## src/rtl/router_pkg.sv

```systemverilog
`default_nettype none
// +----------------------------------------------------------------------+
// | router_pkg                                                           |
// | Shared types and constants for the 1x3 router control FSM.           |
// | Revision: 1.0                                                        |
// +----------------------------------------------------------------------+
package router_pkg;

  localparam int NUM_PORTS = 3;
  localparam logic [1:0] ADDR_INVALID = 2'b11;

  typedef enum logic [2:0] {
    DECODE_ADDRESS     = 3'd0,
    LOAD_FIRST_DATA    = 3'd1,
    LOAD_DATA          = 3'd2,
    LOAD_PARITY        = 3'd3,
    FIFO_FULL_STATE    = 3'd4,
    LOAD_AFTER_FULL    = 3'd5,
    WAIT_TILL_EMPTY    = 3'd6,
    CHECK_PARITY_ERROR = 3'd7
  } state_t;

  // Address 2'b11 never maps to a FIFO, whatever the port count.
  function automatic logic addr_valid(input logic [1:0] addr, input int num_ports);
    return (addr != ADDR_INVALID) && (int'(addr) < num_ports);
  endfunction

endpackage
`default_nettype wire

```

## src/rtl/router_fsm.sv

```systemverilog
`default_nettype none
// +----------------------------------------------------------------------+
// | router_fsm                                                           |
// | Control FSM of the 1x3 router: address decode, datapath strobes,     |
// | FIFO write enable and source back-pressure.                          |
// | Revision: 1.0                                                        |
// +----------------------------------------------------------------------+
module router_fsm #(
  parameter int DATA_WIDTH = 8,
  parameter int NUM_PORTS  = router_pkg::NUM_PORTS
) (
  input  logic                  clock,
  input  logic                  reset,
  input  logic                  pkt_valid,
  input  logic [DATA_WIDTH-1:0] data_in,
  input  logic                  fifo_full,
  input  logic [NUM_PORTS-1:0]  fifo_empty,
  input  logic [NUM_PORTS-1:0]  soft_reset,
  input  logic                  parity_done,
  input  logic                  low_pkt_valid,
  output logic                  detect_add,
  output logic                  lfd_state,
  output logic                  ld_state,
  output logic                  laf_state,
  output logic                  full_state,
  output logic                  rst_int_reg,
  output logic                  write_enb_reg,
  output logic                  busy,
  output logic [1:0]            dest_addr
);
  import router_pkg::*;

  state_t     r_state;
  state_t     w_next_state;
  logic [1:0] r_dest_addr;

  logic [1:0] w_hdr_addr;
  logic       w_hdr_ok;
  logic [3:0] w_empty_vec;
  logic [3:0] w_soft_vec;
  logic       w_soft_sel;
  logic       w_unused_data;

  assign w_hdr_addr  = data_in[1:0];
  assign w_hdr_ok    = pkt_valid && addr_valid(w_hdr_addr, NUM_PORTS);
  // Zero-extended so any 2-bit address indexes safely; invalid ports read 0.
  assign w_empty_vec = 4'(fifo_empty);
  assign w_soft_vec  = 4'(soft_reset);
  assign w_soft_sel  = w_soft_vec[r_dest_addr];

  generate
    if (DATA_WIDTH > 2) begin : g_upper_data
      assign w_unused_data = ^data_in[DATA_WIDTH-1:2];
    end else begin : g_no_upper_data
      assign w_unused_data = 1'b0;
    end
  endgenerate

  always_ff @(posedge clock) begin
    if (reset) begin
      r_state <= DECODE_ADDRESS;
    end else begin
      r_state <= w_next_state;
    end
  end

  always_ff @(posedge clock) begin
    if (reset) begin
      r_dest_addr <= 2'd0;
    end else if ((r_state == DECODE_ADDRESS) && w_hdr_ok) begin
      r_dest_addr <= w_hdr_addr;
    end
  end

  always_comb begin
    w_next_state = r_state;
    case (r_state)
      DECODE_ADDRESS: begin
        if (w_hdr_ok) begin
          w_next_state = w_empty_vec[w_hdr_addr] ? LOAD_FIRST_DATA : WAIT_TILL_EMPTY;
        end
      end
      WAIT_TILL_EMPTY: begin
        if (w_empty_vec[r_dest_addr]) begin
          w_next_state = LOAD_FIRST_DATA;
        end
      end
      LOAD_FIRST_DATA: w_next_state = LOAD_DATA;
      LOAD_DATA: begin
        // A full FIFO takes priority over the end of the packet.
        if (fifo_full) begin
          w_next_state = FIFO_FULL_STATE;
        end else if (!pkt_valid) begin
          w_next_state = LOAD_PARITY;
        end
      end
      FIFO_FULL_STATE: begin
        if (!fifo_full) begin
          w_next_state = LOAD_AFTER_FULL;
        end
      end
      LOAD_AFTER_FULL: begin
        if (parity_done) begin
          w_next_state = DECODE_ADDRESS;
        end else if (low_pkt_valid) begin
          w_next_state = LOAD_PARITY;
        end else begin
          w_next_state = LOAD_DATA;
        end
      end
      LOAD_PARITY: w_next_state = CHECK_PARITY_ERROR;
      CHECK_PARITY_ERROR: begin
        w_next_state = fifo_full ? FIFO_FULL_STATE : DECODE_ADDRESS;
      end
      default: w_next_state = DECODE_ADDRESS;
    endcase

    // A read timeout on the selected port abandons the packet.
    if ((r_state != DECODE_ADDRESS) && w_soft_sel) begin
      w_next_state = DECODE_ADDRESS;
    end
  end

  always_comb begin
    detect_add    = 1'b0;
    lfd_state     = 1'b0;
    ld_state      = 1'b0;
    laf_state     = 1'b0;
    full_state    = 1'b0;
    rst_int_reg   = 1'b0;
    write_enb_reg = 1'b0;
    busy          = 1'b0;
    case (r_state)
      DECODE_ADDRESS: detect_add = 1'b1;
      LOAD_FIRST_DATA: begin
        lfd_state = 1'b1;
        busy      = 1'b1;
      end
      LOAD_DATA: begin
        ld_state      = 1'b1;
        write_enb_reg = 1'b1;
      end
      LOAD_PARITY: begin
        write_enb_reg = 1'b1;
        busy          = 1'b1;
      end
      FIFO_FULL_STATE: begin
        full_state = 1'b1;
        busy       = 1'b1;
      end
      LOAD_AFTER_FULL: begin
        laf_state     = 1'b1;
        write_enb_reg = 1'b1;
        busy          = 1'b1;
      end
      WAIT_TILL_EMPTY: busy = 1'b1;
      CHECK_PARITY_ERROR: begin
        rst_int_reg = 1'b1;
        busy        = 1'b1;
      end
      default: detect_add = 1'b1;
    endcase
  end

  assign dest_addr = r_dest_addr;

endmodule
`default_nettype wire

```

## config.mk

```make
export PLATFORM = sky130hd
export DESIGN_NAME = router_fsm
export DESIGN_NICKNAME = d
export VERILOG_FILES = /design/src/rtl/router_pkg.sv /design/src/rtl/router_fsm.sv
export SDC_FILE = /design/constraint.sdc
export NUM_CORES = 1
export LEC_CHECK = 0
export CAP_MARGIN = 20
export CELL_PAD_IN_SITES_DETAIL_PLACEMENT = 0
export CELL_PAD_IN_SITES_GLOBAL_PLACEMENT = 1
export CORE_MARGIN = 2
export CORE_UTILIZATION = 25
export CTS_CLUSTER_SIZE = 20
export DETAILED_ROUTE_END_ITERATION = 10
export PLACE_DENSITY = 0.81
export SLEW_MARGIN = 5
export SYNTH_ARGS = -nofsm -noshare
export SYNTH_HDL_FRONTEND = slang
export SYNTH_SLANG_ARGS = --single-unit
```

## constraint.sdc

```tcl
create_clock -name clock -period 3.3 [get_ports clock]
set_input_delay 0.825 -clock clock [delete_from_list [all_inputs] [get_ports clock]]
set_output_delay 0.825 -clock clock [all_outputs]
set_load 0.1 [all_outputs]
```

==> deck_impl_summary.md <==
Key Metrics from the Run

Status
  – Status: completed

Floorplan
  – Num rows: 15
  – Initial Utilization: 0.267
  – Die width: 47.2 um
  – # IOs: 30
  – Chip Area: 2220 sq um
  – Tapcell Cnt: 25
  – Die Ht: 47.2 um

Drt
  – WL met3: 59 um
  – DRC violations left: 0
  – DR WL met2: 634 um
  – 1st-pass router iterations: 4

Logic synthesis
  – Netlist cell types: 32
  – Post-synthesis cell area: 465 sq um
  – Top_reg_cell synth: dfxtp_1
  – Area share, top type: 0.215
  – Synth flops: 5
  – Syn Nets: 79
  – Post-synth area hogs: dfxtp_1 22%, mux2i_1 11%, nor2_1 7.3%
  – Gate Count Post-Synth: 59
  – Synth top cell by count: nor2_1

Finish
  – Logic Gate Count: 48
  – Top cell category: multi-input combinational cells
  – Total Nets Final: 104
  – Logic area: 348 sq um
  – Reg area: 100 sq um
  – Flop count: 5
  – Layout area overhead: 55.1%
  – Top cell excl fill/tap: clkdlybuf4s50_1
  – Antenna diode count: 0
  – Commonest non-fill, non-tap cells in the layout: 13 x clkdlybuf4s50_1, 10 x buf_4, 8 x nor2_1

Placed design
  – DP HPWL: 963 um
  – Final GP Congestion: 0.750

Clock network
  – Post-CTS Resized: 0
  – Clk sinks: 5
  – H-tree Lvls: 1
  – Late-Pin Clk Latency: 230 ps
  – Clk root buf: clkbuf_4
  – CTS tree: done

Final timing
  – Slew Limit Fails: 0
  – Setup Skew: 0.725 ps
  – Fmax: 423 MHz
  – Slew headroom: 0.703

Worst setup path
  – Startpoint types: input pin
  – R2R Setup Slk: 1720 ps
  – R2R cell count: 3
  – Crit Path Class: input pin to register
  – Setup crit start: fifo_full
  – Max FO, Critical Path: 6
  – CP endpoint: r_state[2]

Global routing
  – Largest net degree at the start of global routing: 14
  – GR Overflow Total: 0
  – Vias in the first global route: 481
  – Initial antenna violation count: 0
-- worst max-delay path: stages --
cell and delay, ps:
clkdlybuf4s50_1 520, nand2b_4 200, a221o_1 290, o211a_1 270, a2111oi_2 380
-- registers in the layout, indices dropped and copies added, names as in the netlist --
signal and cells:
dest_addr 2, r_state 3
-- cell families (layout without fill, tap and decap cells) --
logic type	count (synthesis)	count (layout)	synth area share
AOI/OAI and AO/OA	16	16	0.261
adders and majority gates	1	1	0.0215
buffers and inverters	6	30	0.0538
DFF	5	5	0.215
muxes	5	5	0.108
and+or+nand+nor	26	26	0.341
-- stage by stage --
step	std cells	area, sq um
final	108	722
after global routing	108	722
after CTS	108	722
after detailed placement	104	696
after global placement	104	696
after floorplan	59	473
Fig. 1: PDN straps and rails
(10 px per um) Pins as bars on the die edge.
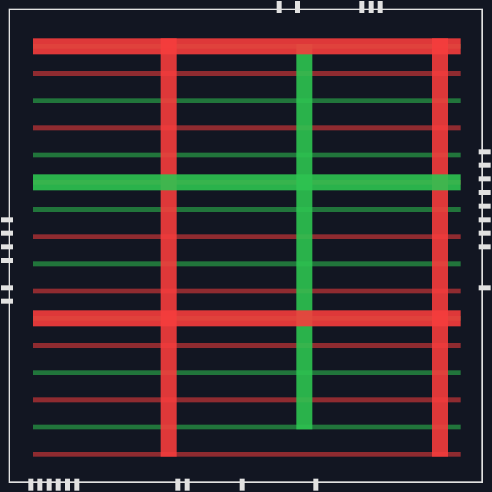
| net | colour |
|---|---|
| VDD | green |
| VSS | red |
signal pins: 30
met4 straps: 3
met5 straps: 3
rows: 15
Core Box Area: 1750 sq um

Fig. 2: metal layers overlaid
(12 px per um) Only two layers are drawn.
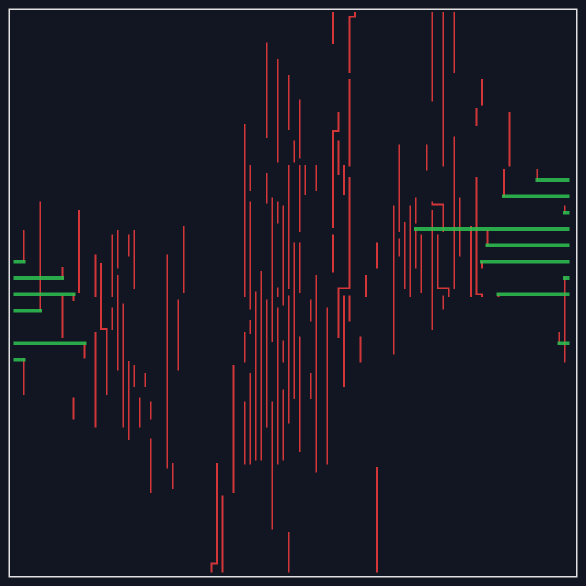
| layer | colour | wire length |
|---|---|---|
| M3 | green | 59.1 um |
| M2 | red | 635 um |
GRT Total Usage: 0.131
WL/cell: 11.9 um
Routed WL: 1.29 mm
Vias: 524

Fig. 3: congestion heat map
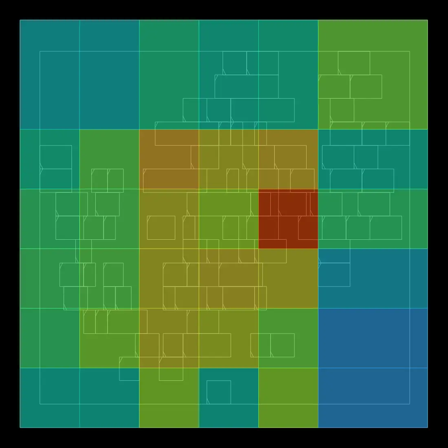
GR Layer Usage met1: 0.179
final design utilization: 0.414
routing usage on met3: 0.0154
Most Crowded Layer GR: met2

